[config.mk]
export PLATFORM = sky130hd
export DESIGN_NAME = result_wb_ctrl
export DESIGN_NICKNAME = d
export VERILOG_FILES = /design/src/rtl/result_wb_ctrl.sv
export SDC_FILE = /design/constraint.sdc
export NUM_CORES = 1
export LEC_CHECK = 0
export ABC_AREA = 1
export CORE_ASPECT_RATIO = 1.1
export CORE_MARGIN = 3
export CORE_UTILIZATION = 46
export DETAILED_ROUTE_END_ITERATION = 10
export GPL_ROUTABILITY_DRIVEN = 0
export MAX_ROUTING_LAYER = met4
export PLACE_DENSITY = 0.87
export SLEW_MARGIN = 15
export SYNTH_ARGS = -nofsm -noshare
export SYNTH_HDL_FRONTEND = slang
export SYNTH_SLANG_ARGS = --single-unit
[constraint.sdc]
create_clock -name clk -period 10 [get_ports clk]
set_clock_uncertainty 0.05 [all_clocks]
set_input_delay 1 -clock clk [delete_from_list [all_inputs] [get_ports clk]]
set_output_delay 1 -clock clk [all_outputs]
set_load 0.01 [all_outputs]
[src/rtl/result_wb_ctrl.sv]
// Result write-back controller: RR-arbitrated threshold writes, then ordered drain.
// Define RESULT_DUP_CHECK_EN to drop and flag packets to already-written entries.
module result_wb_ctrl #(
  parameter int NUM_REQ    = 4,
  parameter int WIDTH_PKT  = 32,
  parameter int WIDTH_DATA = 13,
  parameter int DEPTH_R    = 21,
  parameter int WIDTH_ADDR = 9,
  parameter int THRE       = 64
) (
  input  logic                          clk,
  input  logic                          rst_n,
  input  logic                          start,
  input  logic [NUM_REQ-1:0]            req_valid,
  input  logic [NUM_REQ*WIDTH_PKT-1:0]  req_pkt,
  output logic [NUM_REQ-1:0]            req_ready,
  output logic                          mem_we,
  output logic [WIDTH_ADDR-1:0]         mem_addr,
  output logic [WIDTH_DATA:0]           mem_wdata,
  output logic                          mem_re,
  input  logic [WIDTH_DATA:0]           mem_rdata,
  output logic                          out_valid,
  output logic [WIDTH_DATA:0]           out_data,
  input  logic                          out_ready,
  output logic                          busy,
  output logic                          done,
  output logic                          err
);

  localparam int NUM_ENT = DEPTH_R * DEPTH_R;
  localparam int PW      = (NUM_REQ > 1) ? $clog2(NUM_REQ) : 1;
  localparam int CW      = WIDTH_ADDR + 1;

  localparam logic [CW-1:0] ENT_LIM  = CW'(NUM_ENT);
  localparam logic [CW-1:0] LAST_CNT = CW'(NUM_ENT - 1);
  localparam logic [WIDTH_ADDR-1:0] LAST_ADDR = WIDTH_ADDR'(NUM_ENT - 1);
  localparam logic [WIDTH_DATA-1:0] THR = WIDTH_DATA'(THRE);

  localparam logic [2:0] S_IDLE      = 3'd0;
  localparam logic [2:0] S_COLLECT   = 3'd1;
  localparam logic [2:0] S_DRAIN_RD  = 3'd2;
  localparam logic [2:0] S_DRAIN_OUT = 3'd3;
  localparam logic [2:0] S_DONE      = 3'd4;

  logic [2:0]            state_q, state_d;
  logic [CW-1:0]         cnt_q, cnt_d;
  logic [WIDTH_ADDR-1:0] rd_addr_q, rd_addr_d;
  logic [PW-1:0]         rr_ptr_q, rr_ptr_d;
  logic                  wr_pend_q, wr_pend_d;
  logic [WIDTH_ADDR-1:0] wr_addr_q, wr_addr_d;
  logic [WIDTH_DATA:0]   wr_data_q, wr_data_d;
  logic                  cap_q, cap_d;
  logic [WIDTH_DATA:0]   out_data_q, out_data_d;
  logic                  err_q, err_d;

  logic [NUM_REQ-1:0]    gnt;
  logic [PW-1:0]         gnt_idx;
  logic [PW-1:0]         cand;
  logic                  gnt_any;
  logic                  grant_en;
  logic                  accept;
  logic                  keep;
  logic                  addr_ok;
  logic                  is_dup;
  logic [WIDTH_PKT-1:0]  sel_pkt;
  logic [WIDTH_ADDR-1:0] pkt_addr;
  logic [WIDTH_DATA-1:0] pkt_data;
  logic [WIDTH_DATA-1:0] res;
  logic                  spike;
  logic                  unused_pkt_bits;

  // Hold off grants while the final write is in flight so none lands in drain.
  assign grant_en = (state_q == S_COLLECT) &&
                    !(wr_pend_q && (cnt_q == LAST_CNT));

  always_comb begin
    gnt_idx = '0;
    gnt_any = 1'b0;
    cand    = '0;
    for (int k = 0; k < NUM_REQ; k++) begin
      cand = PW'((int'(rr_ptr_q) + k) % NUM_REQ);
      if (!gnt_any && req_valid[cand]) begin
        gnt_any = 1'b1;
        gnt_idx = cand;
      end
    end
  end

  always_comb begin
    gnt = '0;
    if (grant_en && gnt_any) gnt[gnt_idx] = 1'b1;
  end

  assign req_ready = gnt;
  assign accept    = grant_en && gnt_any;

  always_comb begin
    sel_pkt = '0;
    for (int k = 0; k < NUM_REQ; k++) begin
      if (gnt_idx == PW'(k)) sel_pkt = req_pkt[k*WIDTH_PKT +: WIDTH_PKT];
    end
  end

  assign pkt_addr = sel_pkt[WIDTH_DATA +: WIDTH_ADDR];
  assign pkt_data = sel_pkt[WIDTH_DATA-1:0];
  assign unused_pkt_bits = ^sel_pkt[WIDTH_PKT-1:WIDTH_DATA+WIDTH_ADDR];

  assign addr_ok = {1'b0, pkt_addr} < ENT_LIM;
  assign spike   = pkt_data >= THR;
  assign res     = spike ? (pkt_data - THR) : pkt_data;

`ifdef RESULT_DUP_CHECK_EN
  logic [NUM_ENT-1:0] wmap_q, wmap_d;

  always_comb begin
    wmap_d = wmap_q;
    if (state_q == S_IDLE && start) wmap_d = '0;
    else if (keep) wmap_d[pkt_addr] = 1'b1;
  end

  always_ff @(posedge clk or negedge rst_n) begin
    if (!rst_n) wmap_q <= '0;
    else        wmap_q <= wmap_d;
  end

  assign is_dup = addr_ok && wmap_q[pkt_addr];
`else
  assign is_dup = 1'b0;
`endif

  assign keep = accept && addr_ok && !is_dup;

  always_comb begin
    state_d    = state_q;
    cnt_d      = cnt_q;
    rd_addr_d  = rd_addr_q;
    rr_ptr_d   = rr_ptr_q;
    wr_pend_d  = 1'b0;
    wr_addr_d  = wr_addr_q;
    wr_data_d  = wr_data_q;
    cap_d      = 1'b0;
    out_data_d = cap_q ? mem_rdata : out_data_q;
    err_d      = err_q;
    unique case (state_q)
      S_IDLE: begin
        if (start) begin
          cnt_d   = '0;
          err_d   = 1'b0;
          state_d = S_COLLECT;
        end
      end
      S_COLLECT: begin
        if (accept) begin
          rr_ptr_d = PW'((int'(gnt_idx) + 1) % NUM_REQ);
          if (!addr_ok || is_dup) err_d = 1'b1;
        end
        if (keep) begin
          wr_pend_d = 1'b1;
          wr_addr_d = pkt_addr;
          wr_data_d = {spike, res};
        end
        if (wr_pend_q) begin
          cnt_d = cnt_q + 1'b1;
          if (cnt_q == LAST_CNT) begin
            state_d   = S_DRAIN_RD;
            rd_addr_d = '0;
          end
        end
      end
      S_DRAIN_RD: begin
        cap_d   = 1'b1;
        state_d = S_DRAIN_OUT;
      end
      S_DRAIN_OUT: begin
        if (out_ready) begin
          if (rd_addr_q == LAST_ADDR) begin
            state_d = S_DONE;
          end else begin
            rd_addr_d = rd_addr_q + 1'b1;
            state_d   = S_DRAIN_RD;
          end
        end
      end
      S_DONE: state_d = S_IDLE;
      default: state_d = S_IDLE;
    endcase
  end

  always_ff @(posedge clk or negedge rst_n) begin
    if (!rst_n) begin
      state_q    <= S_IDLE;
      cnt_q      <= '0;
      rd_addr_q  <= '0;
      rr_ptr_q   <= '0;
      wr_pend_q  <= 1'b0;
      wr_addr_q  <= '0;
      wr_data_q  <= '0;
      cap_q      <= 1'b0;
      out_data_q <= '0;
      err_q      <= 1'b0;
    end else begin
      state_q    <= state_d;
      cnt_q      <= cnt_d;
      rd_addr_q  <= rd_addr_d;
      rr_ptr_q   <= rr_ptr_d;
      wr_pend_q  <= wr_pend_d;
      wr_addr_q  <= wr_addr_d;
      wr_data_q  <= wr_data_d;
      cap_q      <= cap_d;
      out_data_q <= out_data_d;
      err_q      <= err_d;
    end
  end

  assign mem_we    = wr_pend_q;
  assign mem_re    = (state_q == S_DRAIN_RD);
  assign mem_addr  = wr_pend_q ? wr_addr_q : (mem_re ? rd_addr_q : '0);
  assign mem_wdata = wr_pend_q ? wr_data_q : '0;
  // Read data is presented straight through on the first drain-out cycle.
  assign out_valid = (state_q == S_DRAIN_OUT);
  assign out_data  = cap_q ? mem_rdata : out_data_q;
  assign busy      = (state_q != S_IDLE);
  assign done      = (state_q == S_DONE);
  assign err       = err_q;

endmodule

==> summary.rpt, run 1 <==
FLOW METRICS REPORT
----------------------------------------------------
[Finish]
  Buffering overhead ........................ 0.255
  Registers with the most flip-flops ........................ out_data_q x14, wr_data_q x14, cnt_q x10
  Inverter tally of the final layout excluding the clock network ........................ 63
  Antenna diode count ........................ 0
  Clock tree cell share of total cell area ........................ 0.0303
  Number of non-clock buffers ........................ 159

[Logic synthesis]
  Multiplexer fraction of the synthesized cell area ........................ 0.0353
  Syn_area_per_cell ........................ around 7.0 um2
  Post-synth area from yosys stat ........................ 4470 um2
  Cell type contributing the most total cell area after synthesis ........................ sky130_fd_sc_hd__dfrtp_1
  Area share of xor/xnor cells in the synthesized design ........................ 0.0232
  Syn_nets ........................ 796
  Post-synthesis share of cell area spent on and, or, nand and nor gates ........................ 0.363
  Synthesized-area fraction occupied by ao, oa, aoi and oai cells ........................ 0.0960
  Instance count of the mapped netlist ........................ 636
  Flops & latches, synth ........................ about 64
  Cells in synth_stat.txt ........................ ~640

[Hold path]
  Startpoint of the most critical hold path ........................ wr_data_q[9]
  Worst min path class ........................ flop to flop

[Setup path]
  R2r endpoint ........................ wr_addr_q[3]
  Cell class contributing the biggest share of worst-path delay ........................ buffers and inverters
  Instance count on the critical path ........................ 14
  Critical path data arrival time ........................ 4480 ps
  WP data required ........................ about 9000 ps
  R2R depth ........................ 21
  Critical path destination ........................ req_ready[2]

[Power]
  Static Leakage ........................ 2.97 nW
  Main power-consuming group ........................ combinational cells
  Sw Share ........................ 0.536
  Pwr per Cell Area ........................ 416 nW/um2
  Internal Dissipation ........................ approximately 1.2 mW

[Clock tree]
  Clk Tree Root Cell ........................ sky130_fd_sc_hd__clkbuf_8
  Post-CTS setup buffers ........................ 0
  Clock slew seen by the registers of the worst setup and hold paths ........................ 70 ps

[Status]
  Run status ........................ completed

[Floorplan]
  Area of the core ........................ 9400 um2
  Cell Rows ........................ 37

[Timing]
  Final Hold Violation Tally ........................ 0
  Total negative setup slack ........................ 0 ps
  Worst setup margin ........................ 4470 ps
  Post-route minimum period ........................ 5530 ps
  Highest clock frequency the design can meet ........................ 181 MHz

[Placed design]
  Detailed-placement wirelength estimate ........................ roughly 9600 um

[Flow run]
  Number of warnings the tools reported ........................ between 70 and 80

[Detailed routing]
  First-pass iteration count of the detailed router ........................ 5
  Length of routed met3 wiring ........................ approximately 920 um

[GRT]
  Number of global-route vias before repair ........................ 4508
  GRT met1 Usage ........................ 0.257

----------------------------------------------------
run_1/final_clocks.png
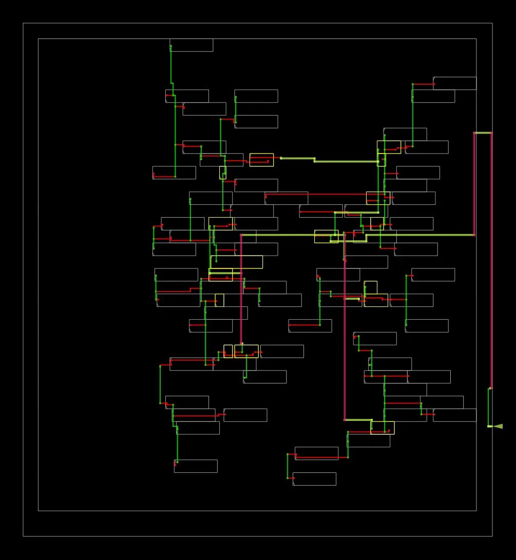
count of sequential standard cells: 64
# clk buffers: 10
clock buffer count from CTS: 9
clock group power: 211 uW

run_1/pins.png
Pins as bars across the die edge, other pins in gray.
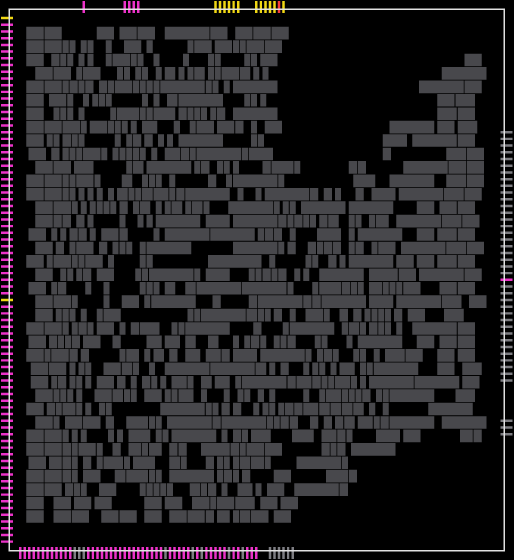
[yellow] mem_wdata | pins: 14 | direction: output | edge: 12 north, 2 west
[magenta] req_pkt | pins: 128 | direction: input | edge: 77 west, 45 south, 5 north, 1 east
[red] mem_we | pins: 1 | direction: output | edge: north
die height: 109 um
number of buffers added on ports: 156
die width: 100 um

run_1/metal_stack.png
Only two layers are drawn.
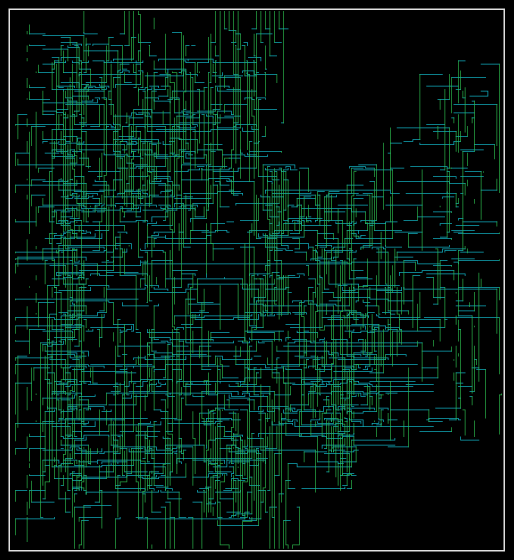
[cyan] met1 | wire length: 4810 um
[green] met2 | wire length: 6060 um
GRT Util Overall: 0.228
Final Routed Wirelength: 12100 um
total via count after detailed routing: 4588

run_1/registers.png
Scale bar: 20 um.
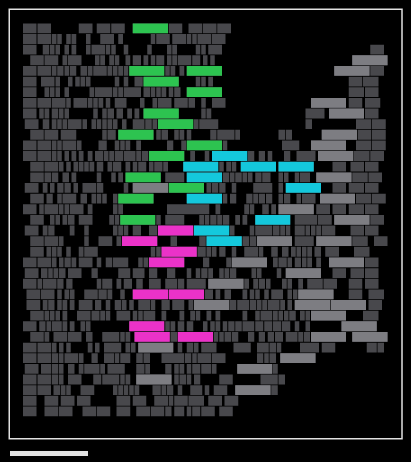
[green] wr_data_q | placed flops: 14
[cyan] cnt_q | placed flops: 10 | where: center
[magenta] wr_addr_q | placed flops: 9
not colored: 31
power dissipated in sequential cells: 441 uW
fin util: 0.659
register fraction of the total cell area: 0.258
sequential cell area in the final layout: 1600 um2

--- run 2 (diff from run 1) ---
--- a/config.mk
+++ b/config.mk
@@ -8,11 +8,11 @@
 export ABC_AREA = 1
 export CORE_ASPECT_RATIO = 1.1
 export CORE_MARGIN = 3
-export CORE_UTILIZATION = 46
+export CORE_UTILIZATION = 43
 export DETAILED_ROUTE_END_ITERATION = 10
 export GPL_ROUTABILITY_DRIVEN = 0
 export MAX_ROUTING_LAYER = met4
-export PLACE_DENSITY = 0.87
+export PLACE_DENSITY = 0.82
 export SLEW_MARGIN = 15
 export SYNTH_ARGS = -nofsm -noshare
 export SYNTH_HDL_FRONTEND = slang
==> constraint.sdc (replaced) <==
create_clock -name clk -period 5.8 [get_ports clk]
set_clock_uncertainty 0.05 [all_clocks]
set_input_delay 0.58 -clock clk [delete_from_list [all_inputs] [get_ports clk]]
set_output_delay 0.58 -clock clk [all_outputs]
set_load 0.01 [all_outputs]
==> run 2 against run 1 <==
  * Critical path depth unchanged
  * Flip-flop count is the same
  * Critical endpoint unchanged
  * Highest routed layer unchanged
  * Final cell count up 0.33%
  * Cell area is essentially flat
  * Combinational power grew 72%
==> summary.rpt, run 2 <==
FLOW METRICS REPORT
----------------------------------------------------
[Power]
  Static Leakage ........................ 2.97 nW (about the same)
  Sw Share ........................ 0.533 (-0.00380)
  Power dissipated in sequential cells ........................ 761 uW (+73%)
  Main power-consuming group ........................ combinational cells
  Pwr per Cell Area ........................ 714 nW/um2 (+72%)

[Clock tree]
  Clk Tree Root Cell ........................ sky130_fd_sc_hd__clkbuf_8
  Clock slew seen by the registers of the worst setup and hold paths ........................ 70 ps (about the same)
  Clock buffer count from CTS ........................ 9 (unchanged)
  Post-CTS setup buffers ........................ 0 (unchanged)

[Setup path]
  Cell class contributing the biggest share of worst-path delay ........................ buffers and inverters
  WP data required ........................ 5170 ps (-3780 ps)
  R2R depth ........................ 23 (+9.5%)
  R2r endpoint ........................ wr_addr_q[4]
  Critical path data arrival time ........................ 3880 ps (-600 ps)
  Critical path destination ........................ req_ready[2]
  Instance count on the critical path ........................ 14 (unchanged)

[Flow run]
  Number of warnings the tools reported ........................ 72 (unchanged)

[Finish]
  Antenna diode count ........................ 0 (unchanged)
  Count of sequential standard cells ........................ 64 (unchanged)
  Buffering overhead ........................ 0.255 (about the same)
  Clock tree cell share of total cell area ........................ 0.0299 (-0.000410)
  Inverter tally of the final layout excluding the clock network ........................ 63 (unchanged)
  Fin util ........................ 0.621 (-0.0386)
  Sequential cell area in the final layout ........................ 1600 um2 (unchanged)
  Number of non-clock buffers ........................ 159 (unchanged)
  Register fraction of the total cell area ........................ 0.258 (about the same)

[Detailed routing]
  First-pass iteration count of the detailed router ........................ 5 (unchanged)
  Length of routed met3 wiring ........................ 1040 um (+13%)

[Timing]
  Highest clock frequency the design can meet ........................ between 200 and 250 MHz
  Worst setup margin ........................ 1290 ps (-3180 ps)
  Total negative setup slack ........................ 0 ps (unchanged)
  Final Hold Violation Tally ........................ 0 (unchanged)
  Post-route minimum period ........................ 4510 ps

[Floorplan]
  Area of the core ........................ 9980 um2 (+6.2%)
  Die width ........................ 103 um (+3.2%)
  Die height ........................ 113 um (+3.2%)

[Placed design]
  Detailed-placement wirelength estimate ........................ 9670 um (+0.74%)
  Number of buffers added on ports ........................ 156 (unchanged)

[Logic synthesis]
  Flops & latches, synth ........................ 64 (unchanged)
  Area share of xor/xnor cells in the synthesized design ........................ 0.0232 (unchanged)
  Instance count of the mapped netlist ........................ 636 (unchanged)
  Post-synth area from yosys stat ........................ 4470 um2 (unchanged)
  Multiplexer fraction of the synthesized cell area ........................ 0.0353 (unchanged)
  Post-synthesis share of cell area spent on and, or, nand and nor gates ........................ 0.363 (unchanged)
  Synthesized-area fraction occupied by ao, oa, aoi and oai cells ........................ 0.0960 (unchanged)
  Cells in synth_stat.txt ........................ 636 (unchanged)

[Status]
  Run status ........................ completed

[GRT]
  Number of global-route vias before repair ........................ 4549 (+0.91%)
  GRT met1 Usage ........................ 0.257 (+0.000510)

----------------------------------------------------
run_2/pins.png
Pins as bars across the die edge, other pins in gray.
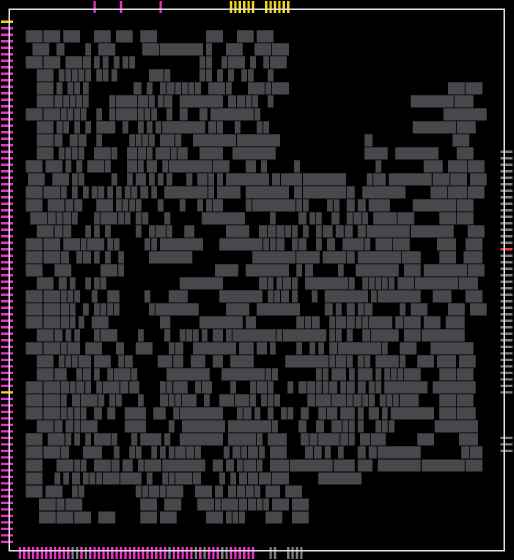
[yellow] mem_wdata | pins: 14 | direction: output | edge: 12 north, 2 west
[red] mem_we | pins: 1 | direction: output | edge: east
[magenta] req_pkt | pins: 128 | direction: input | edge: 79 west, 46 south, 3 north

run_2/final_clocks.png
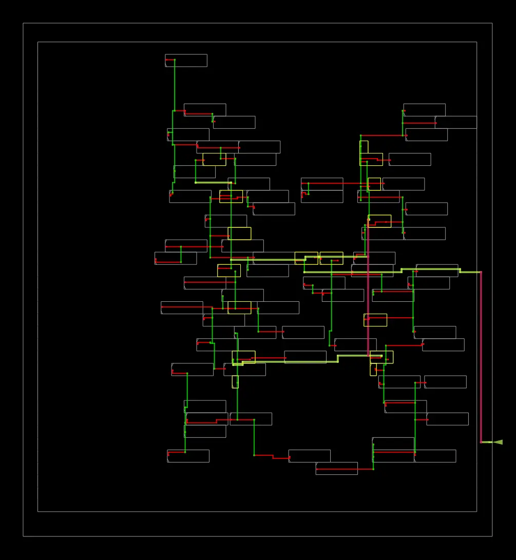
# clk buffers: 14
Clk Latency, worst-skew pair: 330 ps

run_2/metal_stack.png
Only two layers are drawn.
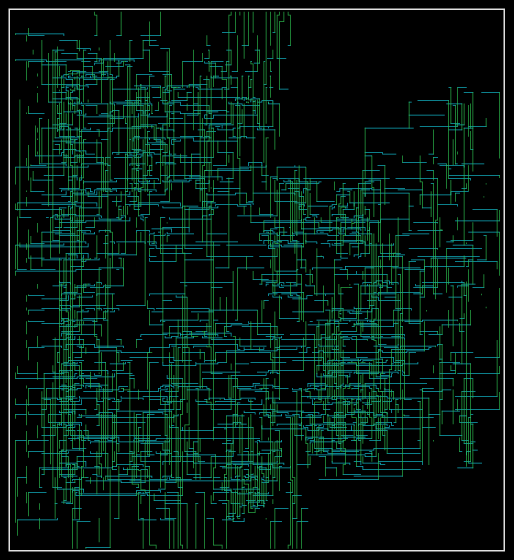
[green] met2 | wire length: 5900 um
[cyan] met1 | wire length: 4850 um
Final Routed Wirelength: 12100 um
GRT Util Overall: 0.218
total via count after detailed routing: 4595
wire length per cell: 13.3 um

Power figures rest on the tool's default switching activity, not on a simulated workload.
